## config.mk

```make
export PLATFORM = sky130hd
export DESIGN_NAME = qeciphy_tx_buffer
export DESIGN_NICKNAME = d
export VERILOG_FILES = /design/src/rtl/qeciphy_pkg.sv /design/src/rtl/qeciphy_tx_buffer_if.sv /design/src/rtl/qeciphy_sync_fifo_ctrl.sv /design/src/rtl/qeciphy_tx_buffer.sv
export SDC_FILE = /design/constraint.sdc
export NUM_CORES = 1
export LEC_CHECK = 0
export CAP_MARGIN = 25
export CORE_ASPECT_RATIO = 0.9
export CORE_UTILIZATION = 30
export CTS_BUF_LIST = sky130_fd_sc_hd__clkbuf_4 sky130_fd_sc_hd__clkbuf_8
export DETAILED_ROUTE_END_ITERATION = 10
export MAX_ROUTING_LAYER = met4
export SLEW_MARGIN = 10
export SYNTH_ARGS = -nofsm -noshare
export SYNTH_HDL_FRONTEND = slang
export SYNTH_SLANG_ARGS = --single-unit
export TNS_END_PERCENT = 10
```

## constraint.sdc

```tcl
create_clock -name clk_i -period 17.9 [get_ports clk_i]
set_clock_uncertainty 0.05 [all_clocks]
set_input_delay 3.58 -clock clk_i [delete_from_list [all_inputs] [get_ports clk_i]]
set_output_delay 3.58 -clock clk_i [all_outputs]
set_load 0.05 [all_outputs]
```

## src/rtl/qeciphy_pkg.sv

```systemverilog
// Shared PHY-level constants for the QEC link TX/RX datapaths.
// Anything common to the encoder, decoder and their buffers lives here.
package qeciphy_pkg;

  localparam int QECIPHY_DATA_W = 64;

  function automatic bit qeciphy_is_pow2(input int value);
    return (value > 0) && ((value & (value - 1)) == 0);
  endfunction

endpackage

```

## src/rtl/qeciphy_tx_buffer_if.sv

```systemverilog
// AXI-Stream beat interface and the FIFO control interface shared by
// qeciphy_tx_buffer and its reusable pointer/level controller.
interface qeciphy_axis_if #(parameter int DATA_W = 64);
  logic [DATA_W-1:0] tdata;
  logic              tvalid;
  logic              tready;

  modport master (output tdata, output tvalid, input tready);
  modport slave  (input tdata, input tvalid, output tready);
endinterface

interface qeciphy_fifo_ctrl_if #(parameter int DEPTH = 16);
  localparam int AW = $clog2(DEPTH);
  localparam int PW = AW + 1;

  logic          push_req;
  logic          pop_req;
  logic          flush;
  logic          push;
  logic          can_push;
  logic          can_pop;
  logic [AW-1:0] wr_addr;
  logic [AW-1:0] rd_addr;
  logic [PW-1:0] level;
  logic [PW-1:0] level_nxt;

  modport master (
    output push_req, pop_req, flush,
    input  push, can_push, can_pop, wr_addr, rd_addr, level, level_nxt
  );
  modport slave (
    input  push_req, pop_req, flush,
    output push, can_push, can_pop, wr_addr, rd_addr, level, level_nxt
  );
endinterface

```

## src/rtl/qeciphy_sync_fifo_ctrl.sv

```systemverilog
// Single-clock FIFO controller: wrap-bit pointers, full/empty decode and a
// registered occupancy count. Holds no data, so it serves TX and RX alike.
module qeciphy_sync_fifo_ctrl #(
  parameter int DEPTH = 16
) (
  input logic                clk_i,
  input logic                rst_n_i,
  qeciphy_fifo_ctrl_if.slave ctrl
);

  localparam int AW = $clog2(DEPTH);
  localparam int PW = AW + 1;

  logic [PW-1:0] wr_ptr_q, wr_ptr_d;
  logic [PW-1:0] rd_ptr_q, rd_ptr_d;
  logic [PW-1:0] level_q, level_d;
  logic          active_q, active_d;
  logic          empty, full, can_push, push, pop;

  assign empty = (wr_ptr_q == rd_ptr_q);
  assign full  = (wr_ptr_q[AW] != rd_ptr_q[AW]) &&
                 (wr_ptr_q[AW-1:0] == rd_ptr_q[AW-1:0]);

  // active_q keeps tready low until the first edge after reset release.
  assign can_push = active_q && !full && !ctrl.flush;
  assign push     = ctrl.push_req && can_push;
  assign pop      = ctrl.pop_req && !empty;

  always_comb begin
    // NOTE: every variable gets a default first so no path leaves it unassigned and infers a latch.
    wr_ptr_d = wr_ptr_q;
    rd_ptr_d = rd_ptr_q;
    level_d  = level_q;
    active_d = 1'b1;
    if (ctrl.flush) begin
      rd_ptr_d = wr_ptr_q;
      level_d  = '0;
    end else begin
      if (push) wr_ptr_d = wr_ptr_q + PW'(1);
      if (pop)  rd_ptr_d = rd_ptr_q + PW'(1);
      case ({push, pop})
        2'b10:   level_d = level_q + PW'(1);
        2'b01:   level_d = level_q - PW'(1);
        default: level_d = level_q;
      endcase
    end
  end

  // NOTE: state flops use non-blocking assignments so all of them update together at the edge.
  always_ff @(posedge clk_i or negedge rst_n_i) begin
    if (!rst_n_i) begin
      wr_ptr_q <= '0;
      rd_ptr_q <= '0;
      level_q  <= '0;
      active_q <= 1'b0;
    end else begin
      wr_ptr_q <= wr_ptr_d;
      rd_ptr_q <= rd_ptr_d;
      level_q  <= level_d;
      active_q <= active_d;
    end
  end

  assign ctrl.push      = push;
  assign ctrl.can_push  = can_push;
  assign ctrl.can_pop   = !empty;
  assign ctrl.wr_addr   = wr_ptr_q[AW-1:0];
  assign ctrl.rd_addr   = rd_ptr_q[AW-1:0];
  assign ctrl.level     = level_q;
  assign ctrl.level_nxt = level_d;

  a_level_matches_ptrs: assert property (@(posedge clk_i) disable iff (!rst_n_i)
    level_q == (wr_ptr_q - rd_ptr_q));
  a_no_push_when_full: assert property (@(posedge clk_i) disable iff (!rst_n_i)
    !(push && full));
  a_no_pop_when_empty: assert property (@(posedge clk_i) disable iff (!rst_n_i)
    !(pop && empty));

endmodule

```

## src/rtl/qeciphy_tx_buffer.sv

```systemverilog
// 64-bit AXI-Stream FIFO ahead of the TX channel encoder: absorbs FAW/CRC and
// link-down stalls, reports occupancy/high-water, and supports a sync flush.
module qeciphy_tx_buffer
  import qeciphy_pkg::*;
#(
  parameter int DEPTH           = 16,
  parameter int ALMOST_FULL_LVL = 14
) (
  input  logic                      clk_i,
  input  logic                      rst_n_i,
  input  logic [QECIPHY_DATA_W-1:0] s_axis_tdata_i,
  input  logic                      s_axis_tvalid_i,
  output logic                      s_axis_tready_o,
  output logic [QECIPHY_DATA_W-1:0] m_axis_tdata_o,
  output logic                      m_axis_tvalid_o,
  input  logic                      m_axis_tready_i,
  input  logic                      flush_i,
  output logic [$clog2(DEPTH):0]    level_o,
  output logic                      almost_full_o,
  output logic [$clog2(DEPTH):0]    high_water_o
);

  localparam int AW = $clog2(DEPTH);
  localparam int LW = AW + 1;

  if (!qeciphy_is_pow2(DEPTH) || DEPTH < 4) begin : g_bad_depth
    $error("qeciphy_tx_buffer: DEPTH must be a power of two and at least 4");
  end
  if (ALMOST_FULL_LVL < 1 || ALMOST_FULL_LVL > DEPTH) begin : g_bad_af
    $error("qeciphy_tx_buffer: ALMOST_FULL_LVL must lie in 1..DEPTH");
  end

  qeciphy_axis_if #(.DATA_W(QECIPHY_DATA_W)) s_axis ();
  qeciphy_axis_if #(.DATA_W(QECIPHY_DATA_W)) m_axis ();
  qeciphy_fifo_ctrl_if #(.DEPTH(DEPTH))      fifo_if ();

  assign s_axis.tdata    = s_axis_tdata_i;
  assign s_axis.tvalid   = s_axis_tvalid_i;
  assign s_axis_tready_o = s_axis.tready;
  assign m_axis.tready   = m_axis_tready_i;
  assign m_axis_tdata_o  = m_axis.tdata;
  assign m_axis_tvalid_o = m_axis.tvalid;

  assign fifo_if.push_req = s_axis.tvalid;
  assign fifo_if.pop_req  = m_axis.tready;
  assign fifo_if.flush    = flush_i;
  assign s_axis.tready    = fifo_if.can_push;
  assign m_axis.tvalid    = fifo_if.can_pop;

  qeciphy_sync_fifo_ctrl #(.DEPTH(DEPTH)) u_ctrl (
    .clk_i   (clk_i),
    .rst_n_i (rst_n_i),
    .ctrl    (fifo_if.slave)
  );

  logic [QECIPHY_DATA_W-1:0] mem_q [DEPTH];

  // NOTE: the storage array has no reset; the pointers alone decide which entries are valid.
  always_ff @(posedge clk_i) begin
    if (fifo_if.push) mem_q[fifo_if.wr_addr] <= s_axis.tdata;
  end

  // First-word-fall-through: the head entry is always on the output.
  assign m_axis.tdata = mem_q[fifo_if.rd_addr];

  logic          almost_full_q, almost_full_d;
  logic [LW-1:0] high_water_q, high_water_d;

  // Both monitors look at next-state level so they line up with level_o.
  always_comb begin
    almost_full_d = (fifo_if.level_nxt >= LW'(ALMOST_FULL_LVL));
    high_water_d  = high_water_q;
    if (flush_i) begin
      high_water_d = '0;
    end else if (fifo_if.level_nxt > high_water_q) begin
      high_water_d = fifo_if.level_nxt;
    end
  end

  always_ff @(posedge clk_i or negedge rst_n_i) begin
    if (!rst_n_i) begin
      almost_full_q <= 1'b0;
      high_water_q  <= '0;
    end else begin
      almost_full_q <= almost_full_d;
      high_water_q  <= high_water_d;
    end
  end

  assign level_o       = fifo_if.level;
  assign almost_full_o = almost_full_q;
  assign high_water_o  = high_water_q;

endmodule
```

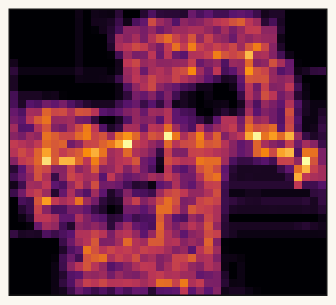
(run_1/metal_density.png)
The die is cut into 39 by 35 equal tiles; black is low, pale yellow is high, scaled to the fullest tile. Values are wire area over tile area, all layers added.
tiles over half the peak	18%
nearly empty tiles	21%
mean over tiles	0.11
emptiest ninth of the die	north-west
fullest tile	0.41
Total GRT Usage: 14.6%
final wirelength: 93.7 mm
DR vias: 17.8k
average wire per standard cell: 25.2 um

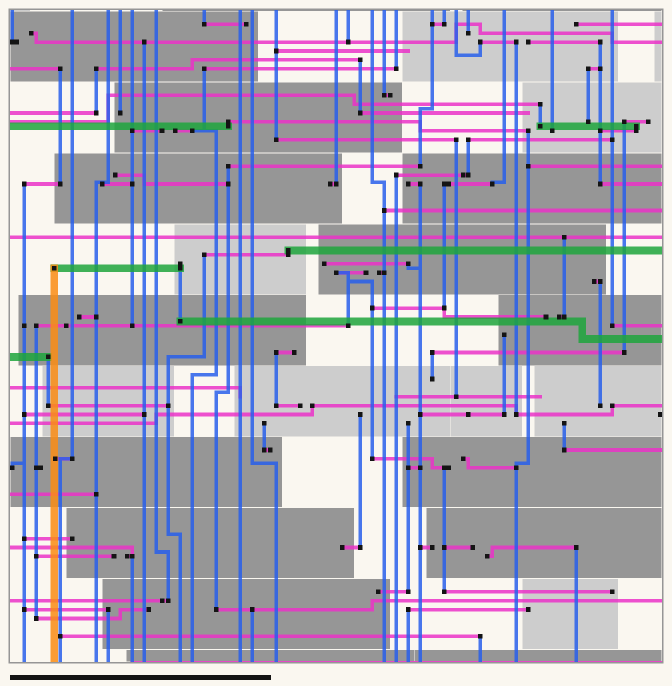
(run_1/detail.png)
Bar = 10 um. Region (180, 92) to (205, 117) um. Cells in gray, sequential cells in the stronger gray; small squares are vias.
color	layer
orange	metal 4
magenta	metal 1
blue	metal 2
green	metal 3
netlist names of flops here include	mem_q (12)
sequential cells in the window	12
cells with their middle in the window	20
most frequent	edfxtp_1 (12), mux4_2 (4), clkbuf_8 (2)

==> changes_impl.md, run 1 <==
## Implementation

- R2R Setup Slk: 12.38 ns
- Xor/xnor share: 0.397%
- R2r endpoint: high_water_o[3]$_DFFE_PN0P_
- CTS resizes: 0
- Final #Nets: 1,933
- Met3 wire length: 5.97 mm
- Die X: 386 um
- Most frequent cell after synthesis: edfxtp_1
- Dominant flop cell: edfxtp_1
- Worst R2R Path Depth: 17
- Startpoint Class: input pin
- CTS tree: done
- Clk buf depth: 3
- Final Non-Filler Cells: 3,718
- Setup CP Type: input pin to output port
- Number of global-route vias before repair: 19.3k
- Top Usage Layer GRT: met2
- Seq/Total Area, Yosys: 78.8%
- OpenROAD warning count: 35
- FF-to-FF Start: u_ctrl.rd_ptr_q[1]$_DFFE_PN0P_
- Grt met2 use: 22.5%
- Met2 wire len: 45.6 mm
- Top cells excl fill/tap: edfxtp_1, mux4_2, clkbuf_8, clkdlybuf4s50_1, clkbuf_4
- Outcome: complete, no violations
- Leakage: 14.3 nW
- Flop area: 31,300 sq um
- Crit path DRT: 14.27 ns
- Cell count in the Yosys report: 1,577
- Global-route wire length before repair: 135 mm
- WL met1: 40.7 mm
- Pwr Total: 7.29 mW
- Power Combinational: 2.39 mW
- Cell area leaders: edfxtp_1, mux4_2, dfrtp_1
- Floorplan net count: 1,658
- Max FFs per register: 1,024
- WHS: 0.509 ns
- IO Port Bufs: 145
- Final min period: 9.26 ns
- Initial antenna violation count: 13
- Switching Share: 32.9%
- Worst slew pin tran: 1.34 ns
- Hold Path Depth: 1
- Crit. Startpoint: flush_i
- Post-CTS Setup Inserts: 0
- Yosys simple share: 0.699%
- Final Cycle Share: 51.7%
- Sequential share of power: 39.6%
- Setup violators final: 0
- Routed Antenna Nets: 0
- Yosys cell types: 39
- Critical path destination: s_axis_tready_o
- Post-Synthesis Cells: 1,577
- M3 GR Usage: 3.84%
- CTS Buf Count: 169
- Share of layout cells above drive strength 1: 32.9%
- P_clk: 2.01 mW
- GRT met1 Usage: 19.1%
- Yosys stat area: 39,700 sq um
- CP arrival: 5.63 ns
- Max Fclk: 108 MHz
- Fin Setup TNS: 0 ns
- Vias/cell: 4.80
- Top cell area share: 77.4%
- Post-CTS Hold Fix Bufs: 0
- Initial DRC count: 1,737
- GR Overflow Total: 0
- Final Util: 35.7%
- Leading area contributor after synthesis: edfxtp_1
- WHS Endpoint: u_ctrl.wr_ptr_q[4]$_DFFE_PN0P_
- Synthesized area: 39,700 sq um
- Post-synth top cells: edfxtp_1, mux4_2, clkbuf_1
- Part of the power in the clock network: 27.6%
- IO Count: 146
- Aoi share: 0.349%
- Syn avg cell area: 25.2 sq um
- Setup crit end kind: output port
- DRT Pass-1 Iters: 5
- Area share of fa/ha/maj cells after synthesis: 0.406%
- Routability Congestion: 0.737
- Max_slew headroom: 10.7%
- Max Fanout on Critical Path: 19
- Uppermost layer routed: met4
- Remaining DRCs: 0
- MUX share of area: 18.3%
- Final hold viol count: 0
- Total die size: 134,000 sq um
- Pint: 4.90 mW
- CTS H-Tree Depth: 4
- Pwr top: registers
- Core utilization at floorplan: 30.3%
- Most used logic cell in the final layout: edfxtp_1
- Combinational share of power: 32.8%
- Yosys reg bits: 1,046
- Root buffer cell: clkbuf_8
- Max-cap violations: 0
- Largest net degree at the start of global routing: 159
- Largest register by flop count: mem_q
- Worst-Skew Late Latency: 0.84 ns
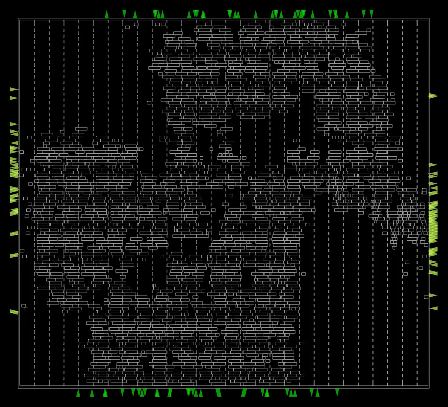
(run_1/placement.png)
Seq area share: 66.8%
Seq Cell Count: 1,046
cell row count: 126
Fillers: 11.8k

-- run 1: final cells by class --
cell class | instances | area share [%]
timing repair buffer | 185 | 4.07
clock buffer | 230 | 5.97
inverter | 13 | 0.109
antenna | 10 | 0.0534
tap | 1728 | 4.61
sequential | 1046 | 66.8
multi-input combinational | 437 | 17.3
clock inverter | 69 | 1.06
-- run 1: worst max-delay path, stage by stage --
cell and delay [ns]:
clkdlybuf4s50_1 0.73, inv_1 0.30, and3_1 0.19, clkdlybuf4s50_1 0.81
-- run 1: per-stage QoR --
step | worst slack [ns] | area, sq um
global route | 8.38 | 46900
global placement | 8.67 | 43300
finish | 8.64 | 46900
floorplan | 8.59 | 39700
detailed placement | 8.66 | 43500
CTS | 8.57 | 46800
==> run_1/clk_routes.png <==
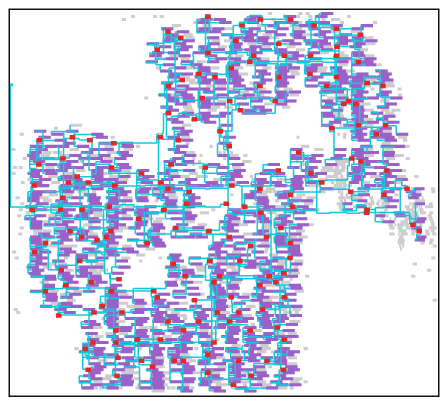

==> run 1 -> run 2 <==
- clock period: 17.9 -> 8.2 ns (I/O delays scaled with it)
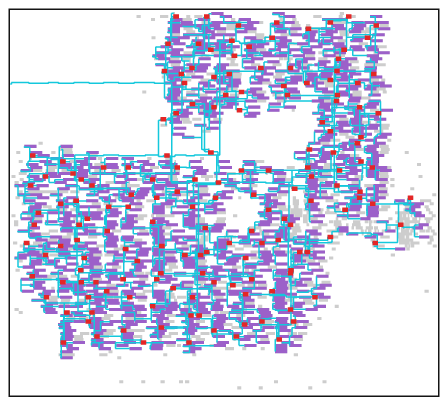
(run_2/clk_routes.png)
[red] clock drivers | count: 163
[purple] flip-flops | count: 1,046
[cyan] clock wires | length: 12,900 um
routed clock nets	164
flops lie	spread over the die
part of the power in the clock network: 27.1%
Worst-Skew Late Latency: 0.82 ns
P_clk: 4.27 mW

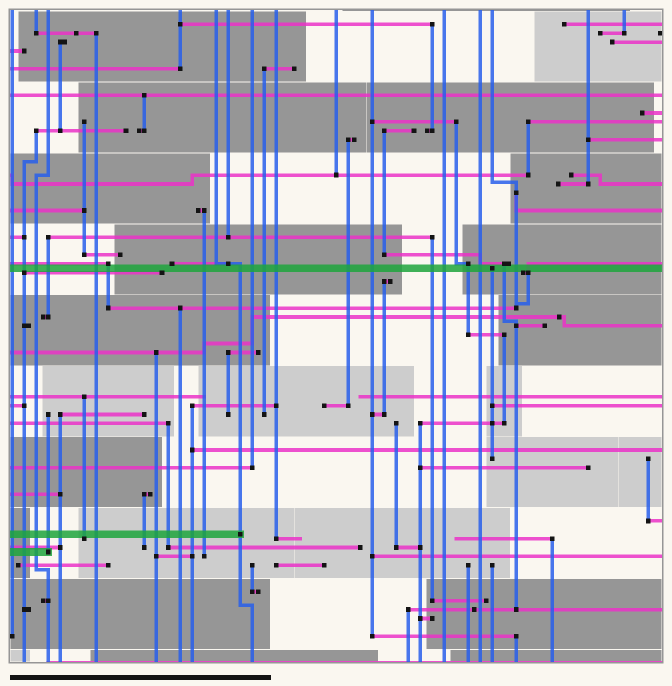
(run_2/detail.png)
Bar = 10 um. Region (180, 92) to (205, 117) um. Cells in gray, sequential cells in the stronger gray; small squares are vias.

==> run 2 against run 1 <==
Effect of this change:
- power grew 120%
- sequential cell count is the same
- first-iteration DRC count grew 6.4%
- critical path type is now register to output port
- critical endpoint is now m_axis_tdata_o[52]
- highest routed layer unchanged
==> changes_impl.md, run 2 <==
## Implementation

- WHS Endpoint: u_ctrl.wr_ptr_q[4]$_DFFE_PN0P_
- Met3 wire length: 5.87 mm
- Area share of fa/ha/maj cells after synthesis: 0.406%
- Non-clock inverters: 13
- Root buffer cell: clkbuf_8
- Fillers: 11.9k
- Setup violators final: 0
- Crit path DRT: 6.51 ns
- Average wire per standard cell: 24.8 um
- Top cells excl fill/tap: edfxtp_1, mux4_2, clkbuf_8, clkdlybuf4s50_1, clkinv_1
- Cell count in the Yosys report: 1,577
- Outcome: complete, no violations
- CTS H-Tree Depth: 4
- Global-route wire length before repair: 133 mm
- Setup CP Type: register to output port
- Max FFs per register: 1,024
- Seq area share: 67.0%
- Vias/cell: 4.79
- IO Port Bufs: 145
- R2r endpoint: high_water_o[3]$_DFFE_PN0P_
- Leakage: 14.3 nW
- Initial antenna violation count: 16
- Post-CTS Setup Inserts: 0
- R2R Setup Slk: 3.11 ns
- Clock buffers: 205
- IO Count: 146
- Dominant flop cell: edfxtp_1
- Clk buf depth: 3
- Initial DRC count: 1,849
- Async S/R FF share, synth: 2.10%
- CTS resizes: 0
- Largest net degree at the start of global routing: 98
- Cell row count: 126
- WL met1: 40.6 mm
- Final Non-Filler Cells: 3,711
- Max-cap violations: 0
- Max_slew headroom: 38.9%
- WHS: 0.504 ns
- Critical path destination: m_axis_tdata_o[52]
- Uppermost layer routed: met4
- Most frequent cell after synthesis: edfxtp_1
- Yosys cell types: 39
- Final hold viol count: 0
- Synthesized area: 39,700 sq um
- Final min period: 6.19 ns
- CTS tree: done
- Post-synth top cells: edfxtp_1, mux4_2, clkbuf_1
- Remaining DRCs: 0
- Top cell area share: 77.4%
- Routed Antenna Nets: 0
- Pwr Total: 15.8 mW
- Setup crit end kind: output port
- CP arrival: 4.50 ns
- Multi-input logic cell count: 437
- Die X: 386 um
- FF-to-FF Start: u_ctrl.rd_ptr_q[0]$_DFFE_PN0P_
- Hold Path Depth: 1
- Max-area cell class: registers
- N_taps: 1,728
- Post-Synthesis Cells: 1,577
- Most used logic cell in the final layout: edfxtp_1
- Met2 wire len: 44.1 mm
- Worst slew pin tran: 0.917 ns
- Crit. Startpoint: u_ctrl.rd_ptr_q[0]$_DFFE_PN0P_
- Max Fanout on Critical Path: 90
- Xor/xnor share: 0.397%
- DR vias: 17.8k
- Floorplan net count: 1,658
- Post-CTS Hold Fix Bufs: 0
- Buffering overhead: 4.05%
- Cell area leaders: edfxtp_1, mux4_2, dfrtp_1
- MUX share of area: 18.3%
- Comb area share: 17.4%
- Worst R2R Path Depth: 19
- Top Usage Layer GRT: met2
- Yosys simple share: 0.699%
- Final wirelength: 91.9 mm
- Seq Cell Count: 1,046
- Total die size: 134,000 sq um
- Final Cycle Share: 75.4%
- Max Fclk: 162 MHz
- Leading area contributor after synthesis: edfxtp_1
- GR Overflow Total: 0
- Final Util: 35.6%
- Total GRT Usage: 14.3%
- OpenROAD warning count: 31
- Non-clk bufs: 186
- Core utilization at floorplan: 30.3%
- M3 GR Usage: 3.28%
- Final #Nets: 1,928
- Antenna diodes: 11
- Yosys stat area: 39,700 sq um
- Routability Congestion: 0.744
[run 2: cell counts after synthesis]
No cell type changed its count.
[run 2: stage by stage]
stage,setup slack [ns],instance area (sq um)
after floorplan,0.834,39700
after global placement,2.08,43500
after detailed placement,2.08,43500
after CTS,1.80,46700
after global routing,1.73,46700
final,2.01,46700
[run 2: critical path, cell delays in order (launching register included)]
cell,delay [ns]
dfrtp_4,0.96
buf_12,0.56
mux4_2,0.60
mux4_2,0.56
clkdlybuf4s50_1,0.75
[run 2: where the power goes]
group	internal (mW)	switching, mW	total [mW]
Combinational	2.24	2.92	5.17
Sequential	6.05	0.269	6.31
Clock	2.23	2.04	4.27
Total	10.5	5.24	15.8
==> run_2/placement.png <==
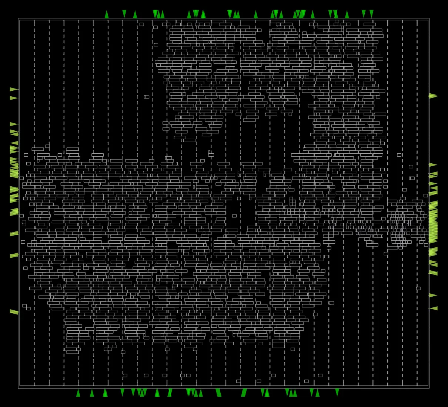

==> run 2 -> run 3 <==
- clock period: 8.2 -> 5.5 ns (I/O delays scaled with it)
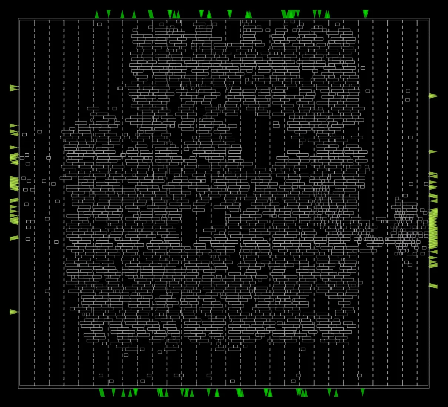
(run_3/placement.png)
Final Util: 35.8%
Seq area share: 66.7%
core area: 131,000 sq um
Final Non-Filler Cells: 3,710
n_taps: 1,728

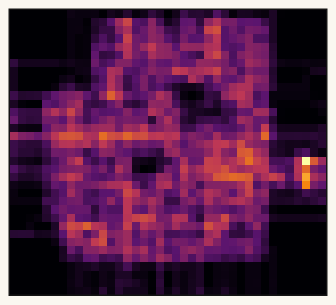
(run_3/metal_density.png)
The die is cut into 39 by 35 equal tiles; black is low, pale yellow is high, scaled to the fullest tile. Values are wire area over tile area, all layers added.
nearly empty tiles	21%
fullest tile	0.54
mean over tiles	0.11
tiles over half the peak	4.8%
densest ninth of the die	center
DR vias: 17.8k
Total GRT Usage: 14.4%
average wire per standard cell: 25.0 um
final wirelength: 92.8 mm

==> run 3 against run 2 <==
Effect of this change:
- global-route usage is 0.13 points higher
- hold slack worse by 0.0018 ns
- wire length is 0.97% higher
- non-clock buffer count is 3 lower
- sequential share of layout area is 0.34 points lower
- die size stayed put
- final cell count hardly changed
- critical path depth stayed put
- first-iteration DRC count is 3.6% lower
- worst setup slack worse by 1.7 ns
- sequential power is 46% higher
- critical path type unchanged
- highest routed layer unchanged
==> changes_impl.md, run 3 <==
## Implementation

- Routed Antenna Nets: 0
- DRT Pass-1 Iters: 5
- Routability Congestion: 0.745
- WHS Endpoint: u_ctrl.wr_ptr_q[4]$_DFFE_PN0P_
- Yosys reg bits: 1,046
- Cell row count: 126
- Dominant flop cell: edfxtp_1
- Core utilization at floorplan: 30.3%
- Critical path destination: m_axis_tdata_o[42]
- Yosys simple share: 0.699%
- Max Fclk: 191 MHz
- Post-CTS Setup Inserts: 0
- Fin Setup TNS: 0 ns
- Async S/R FF share, synth: 2.10%
- Final #Nets: 1,930
- Number of global-route vias before repair: 19.1k
- Uppermost layer routed: met4
- Synthesized area: 39,700 sq um
- MUX share of area: 18.3%
- Met3 wire length: 6.45 mm
- Largest net degree at the start of global routing: 144
- Global-route wire length before repair: 134 mm
- Final min period: 5.23 ns
- Area share of fa/ha/maj cells after synthesis: 0.406%
- Post-CTS Hold Fix Bufs: 0
- Top cell area share: 77.4%
- Crit-path cells: buf_16, mux4_2, mux4_2, clkdlybuf4s50_1
- Setup crit end kind: output port
- Outcome: complete, no violations
- Remaining DRCs: 0
- Crit path DRT: 4.35 ns
- Worst R2R Path Depth: 16
- Startpoint Class: register
- Root buffer cell: clkbuf_8
- Setup CP Type: register to output port
- Grt met2 use: 22.0%
- Slowest-stage cell, CP: clkdlybuf4s50_1
- Post-synth top cells: edfxtp_1, mux4_2, clkbuf_1
- Max_slew headroom: 29.7%
- Worst-Skew Late Latency: 0.84 ns
- IO Port Bufs: 145
- Most used cell, CP: mux4_2
- Max stage delay on crit path: 0.74 ns
- WL met1: 40.1 mm
- M3 GR Usage: 4.09%
- Initial antenna violation count: 15
- WHS: 0.502 ns
- Setup violators final: 0
- Largest register by flop count: mem_q
- CP arrival: 4.08 ns
- Share of layout cells above drive strength 1: 32.6%
- Crit. Startpoint: u_ctrl.rd_ptr_q[0]$_DFFE_PN0P_
- Cell area leaders: edfxtp_1, mux4_2, dfrtp_1
- Leakage: 14.4 nW
- Syn avg cell area: 25.2 sq um
- Yosys stat area: 39,700 sq um
- GR Overflow Total: 0
- CTS H-Tree Depth: 4
- Most used logic cell in the final layout: edfxtp_1
- Top cells excl fill/tap: edfxtp_1, mux4_2, clkbuf_8, clkdlybuf4s50_1, clkbuf_4
- Post-Synthesis Cells: 1,577
- OpenROAD warning count: 38
- Leading area contributor after synthesis: edfxtp_1
- IO Count: 146
- Clk buf depth: 3
- Xor/xnor share: 0.397%
## run 3: repair_timing
item	in CTS	in global routing
endpoints found under the setup margin	17	2
gates resized	1	1
cloned	1	0
## run 3: area by class of cell
type                       instances  area (sq um)
clock inverter                    68           602
sequential                      1046         31300
clock buffer                     221          2720
timing repair buffer             183          1960
fill                           11800         84400
multi-input combinational        437          8120
tap                             1728          2160
antenna                           14          35.0
inverter                          13          51.3
## run 3: where the power goes
group / internal [mW] / switching [mW] / total [mW] / leakage (nW)
logic: 3.41 / 4.61 / 8.02 / 3.13
registers: 9.02 / 0.187 / 9.21 / 9.49
clock network: 3.58 / 3.06 / 6.64 / 1.75
## run 3: critical path, delay by kind of cell (launching register included)
kind,cells,cell delay [ns]
buffers and inverters,2,1.19
flip-flops,1,0.70
multiplexers,2,1.14
No activity file was given, so power comes from the tool's default toggle rates.
